==> src/rtl/branch_resolve_unit.sv <==
// EX-stage branch resolution: captures branches from ID, resolves them with the external
// comparator result, then issues a one-cycle PC redirect followed by a counted IF/ID flush.
module branch_resolve_unit #(
    parameter int FLUSH_CYCLES = 2,
    parameter int CNT_W        = 16
) (
    input  logic             clock,
    input  logic             reset,
    input  logic             stall,
    input  logic             id_valid,
    input  logic             id_branch,
    input  logic [2:0]       id_op,
    input  logic [31:0]      id_pc,
    input  logic [31:0]      id_offset,
    output logic [2:0]       cmp_op,
    input  logic             cmp_out,
    output logic             redirect,
    output logic [31:0]      br_target,
    output logic             flush,
    output logic [CNT_W-1:0] branch_cnt,
    output logic [CNT_W-1:0] taken_cnt
);

    typedef enum logic [1:0] {
        IDLE,
        RESOLVE,
        FLUSH
    } state_t;

    logic             r_exValid;
    logic [2:0]       r_exOp;
    logic [31:0]      r_exPc;
    logic [31:0]      r_exOff;
    logic             r_redirect;
    logic [31:0]      r_brTarget;
    logic [2:0]       r_flushCnt;
    logic [CNT_W-1:0] r_branchCnt;
    logic [CNT_W-1:0] r_takenCnt;

    state_t           w_state;
    logic             w_resolve;
    logic             w_taken;
    logic             w_nExValid;
    logic [2:0]       w_nExOp;
    logic [31:0]      w_nExPc;
    logic [31:0]      w_nExOff;
    logic [31:0]      w_nBrTarget;
    logic [2:0]       w_nFlushCnt;
    logic [CNT_W-1:0] w_nBranchCnt;
    logic [CNT_W-1:0] w_nTakenCnt;

    // The redirect cycle always overlaps a nonzero flush count, so FLUSH covers both.
    always_comb begin
        if (r_redirect || (r_flushCnt != 3'd0)) begin
            w_state = FLUSH;
        end else if (r_exValid) begin
            w_state = RESOLVE;
        end else begin
            w_state = IDLE;
        end
    end

    always_comb begin
        w_nExValid   = r_exValid;
        w_nExOp      = r_exOp;
        w_nExPc      = r_exPc;
        w_nExOff     = r_exOff;
        w_nBrTarget  = r_brTarget;
        w_nBranchCnt = r_branchCnt;
        w_nTakenCnt  = r_takenCnt;
        w_nFlushCnt  = (r_flushCnt != 3'd0) ? r_flushCnt - 3'd1 : 3'd0;

        w_resolve = (w_state == RESOLVE) && !stall;
        w_taken   = w_resolve && cmp_out && (r_exOp <= 3'b101);

        if (w_resolve && (r_branchCnt != {CNT_W{1'b1}})) begin
            w_nBranchCnt = r_branchCnt + 1'b1;
        end
        if (w_taken) begin
            if (r_takenCnt != {CNT_W{1'b1}}) begin
                w_nTakenCnt = r_takenCnt + 1'b1;
            end
            w_nBrTarget = r_exPc + 32'd4 + {r_exOff[29:0], 2'b00};
            w_nFlushCnt = 3'(FLUSH_CYCLES);
        end

        // A younger branch sitting in EX during redirect/flush is killed even if stalled.
        if (w_state == FLUSH) begin
            w_nExValid = 1'b0;
        end else if (!stall) begin
            w_nExValid = id_valid && id_branch;
            if (id_valid && id_branch) begin
                w_nExOp  = id_op;
                w_nExPc  = id_pc;
                w_nExOff = id_offset;
            end
        end
    end

    always_ff @(posedge clock) begin
        if (!reset) begin
            r_exValid   <= 1'b0;
            r_exOp      <= 3'b000;
            r_exPc      <= 32'd0;
            r_exOff     <= 32'd0;
            r_redirect  <= 1'b0;
            r_brTarget  <= 32'd0;
            r_flushCnt  <= 3'd0;
            r_branchCnt <= '0;
            r_takenCnt  <= '0;
        end else begin
            r_exValid   <= w_nExValid;
            r_exOp      <= w_nExOp;
            r_exPc      <= w_nExPc;
            r_exOff     <= w_nExOff;
            r_redirect  <= w_taken;
            r_brTarget  <= w_nBrTarget;
            r_flushCnt  <= w_nFlushCnt;
            r_branchCnt <= w_nBranchCnt;
            r_takenCnt  <= w_nTakenCnt;
        end
    end

    assign cmp_op     = r_exOp;
    assign redirect   = r_redirect;
    assign br_target  = r_brTarget;
    assign flush      = (r_flushCnt != 3'd0);
    assign branch_cnt = r_branchCnt;
    assign taken_cnt  = r_takenCnt;

endmodule

==> config.mk <==
export PLATFORM = sky130hd
export DESIGN_NAME = branch_resolve_unit
export DESIGN_NICKNAME = d
export VERILOG_FILES = /design/src/rtl/branch_resolve_unit.sv
export SDC_FILE = /design/constraint.sdc
export NUM_CORES = 1
export LEC_CHECK = 0
export CAP_MARGIN = 20
export CORE_AREA = 2 2 126 128
export CTS_CLUSTER_SIZE = 10
export DETAILED_ROUTE_END_ITERATION = 7
export DIE_AREA = 0 0 128 130
export PLACE_DENSITY = 0.83
export SETUP_SLACK_MARGIN = 0.3
export SYNTH_ARGS = -nofsm -noshare
export SYNTH_HDL_FRONTEND = slang
export SYNTH_SLANG_ARGS = --single-unit
==> constraint.sdc <==
create_clock -name clock -period 2.2 [get_ports clock]
set_input_delay 0.44 -clock clock [delete_from_list [all_inputs] [get_ports clock]]
set_output_delay 0.44 -clock clock [all_outputs]
set_load 0.005 [all_outputs]
**Metal 1**

The bar under the picture is 50 um long. Supply wires on this layer in gray.
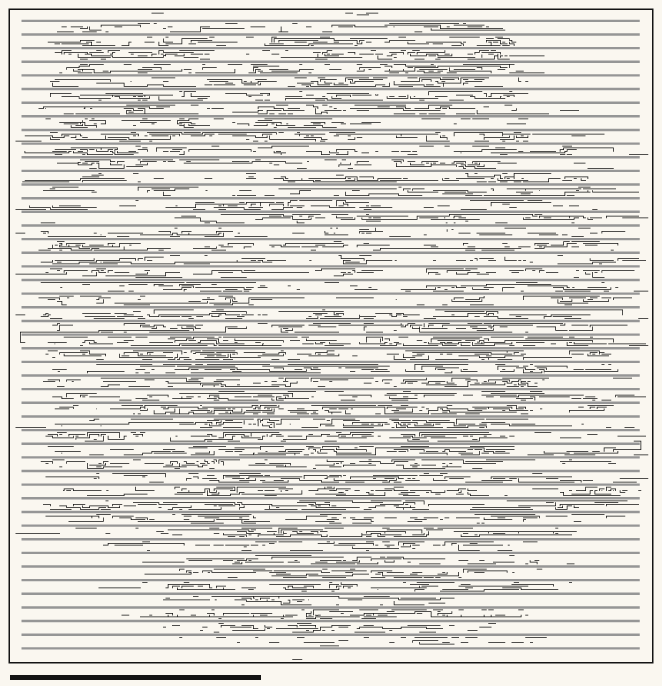
share of all routed wire	42%
nets with wire on the layer	1126
longest straight run	37.3 um
wire length on this layer	9030 um
GR Util met1: 0.289
via count: 7186

**M2 wires**

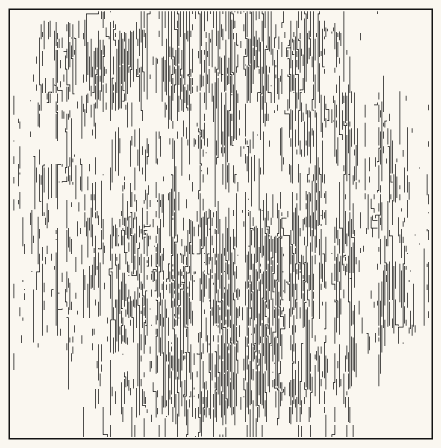
longest straight run	37.7 um
share of all routed wire	49%
main direction	vertical
nets with wire on the layer	1045
grt met2 use: 0.405
drt total wl: 21.5 mm

==> results.toml <==
# implementation run metrics
[final_timing]
rsz0062_at_grt = "true"
relSlewSlack = 0.673
setup_slack_ns = -0.0803
setup_viol = 9
hold_slack_ns = 0.455
finalCritPeriodShare = 1.04
worstMarginPinSlew_ns = 0.490
max_freq_mhz = 439

[setup_path]
worstPathBufferInverterCount = 0
startpoint = "r_exOff[4]"
rr_startpoint = "r_exOff[4]"
rr_endpoint = "br_target[21]"
slowest_delay_ns = 0.33
path_class = "reg2reg"
cpMaxStageDelayCell = "dfxtp_2"
cp_top_family = "AND-OR/OR-AND gates"
crit_end = "br_target[21]"
crit_top_cell = "ha_4"
crit_required_ns = 2.51
critPathMaxFanout = 4
reg2reg_depth = 8

[place]
postPlaceCellArea_um2 = 9550
place.detailed.hpwl_mm = 13.8
place_inst = 1237
place_ws_ns = -0.165

[pwr]
finalPower_mw = 6.12
p_int_mw = 4.64
p_leak_nw = 3.94
top_power_group = "the clock network"
ir_drop_mv = 0.590
p_sw_frac = 0.242
p_sw_mw = 1.48
pg_seq_mw = 2.51
combinationalPowerShare = 0.101
pg_comb_mw = 0.618

[clock_network]
cts_resized = 78
root_buffer = "clkbuf_16"
clock-sinks = 134
numCtsBuffers = 17
cts_hold_buf = 0
path_clk_slew_ns = 0.06
post_cts_buffers = 13

[detailed_routing]
drc = 0
drtIter0Drc = 438

[grt]
track_usage = 0.236
grt_pass1_wl_mm = 31.7
antenna_found_initial = 0
grt_most_used_layer = "met2"
grt_pass1_vias = 6679

[floorplan]
die_h_um = 130
core_area_um2 = 15400
rows = 46

[synth]
synth_flops = 134
ys.flop_type = "dfxtp_1"
syn-num-nets = 1011
yosys-top-cells-area = "dfxtp_1, ha_1, nand2_1, a21oi_1, xnor2_1"
edf_count = 0
ys_warn_count = 0
syn_area_um2 = 7040
ys_seq_frac = 0.381

[run_status]
outcome = "finished with violations"
violations = "negative setup slack"

[final_layout]
fin_area_um2 = 11000
diodes = 0
final_util = 0.715
fin_cells = 1296

[run]
warnings = 31
**Clock nets**

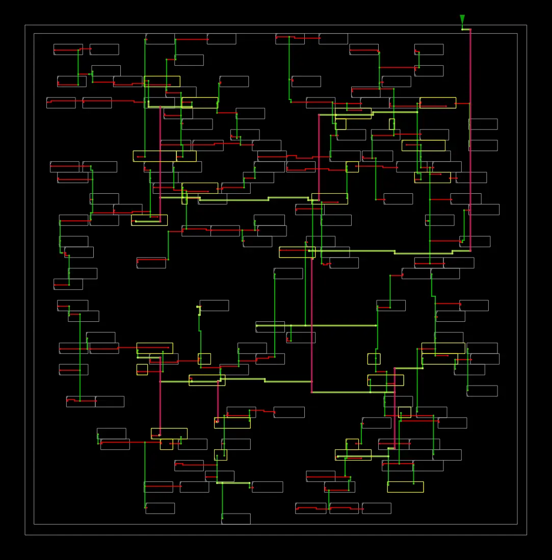
Worst-Skew Late Latency: 0.43 ns
# clk buffers: 20
power in the clock group: 2.99 mW
count of flip-flops and latches: 134
Setup Skew: 0.0128 ns

-- layout by cell type (no fill, tap or decap), drive strengths merged, types with 3 or more instances in the layout --
cell type      instances
a211oi                 6
a21o                   5
a21oi                125
a31oi                  3
and2                   3
and3                  10
buf                  100
bufinv                 3
clkbuf                20
clkdlybuf4s50        137
clkinv                 3
dfxtp                134
ha                    59
inv                   19
nand2                195
nand2b                 3
nand3                 38
nand4                 17
nor2                  52
nor3                  15
nor4                   7
o2111ai                4
o211ai                 3
o21a                   7
o21ai                 37
o311ai                 4
or2                    3
or3                   17
xnor2                 25
xor2                  10
-- area by class of cell --
cell class,instances,area (um^2)
clock buffers,20,447
repair buffers,239,2250
clock inverters,12,166
well taps,192,240
fillers,1135,4400
flip-flops and latches,134,2730
inverters,15,57.6
multi-input cells,684,5140
-- worst min-delay path by stage --
stage                     from      endpoint  slack, ns  cells after the start
floorplan            r_exPc[0]  br_target[0]       0.43                      2
global placement     r_exPc[1]  br_target[1]       0.44                      2
detailed placement  r_exOff[0]    r_exOff[0]       0.45                      2
CTS                 r_exOff[0]    r_exOff[0]       0.45                      2
global route         r_exPc[2]     r_exPc[2]       0.48                      2
finish              r_exOff[0]    r_exOff[0]       0.45                      2
-- logic make-up after synthesis --
kind of cell             synth area share
AND-OR/OR-AND                       0.192
XOR/XNOR                           0.0435
adder cells (fa/ha/maj)             0.108
buffers and inverters              0.0382
flip-flops                          0.381
multiplexers                      0.00302
AND/OR/NAND/NOR                     0.235
-- metal layers --
layer  share of wire  routed length (um)
met2            0.49               10600
met4           0.036                 774
met1            0.42                9030
met3           0.049                1060
met5               0                   0
-- flip-flops by register name (all words and copies together), names as in the netlist --
name,count
redirect,1
cmp_op,3
branch_cnt,16
r_exValid,1
r_exPc,32
r_exOff,30
r_flushCnt,3
taken_cnt,16
br_target,32
Power is estimated from default activity; no workload was simulated.
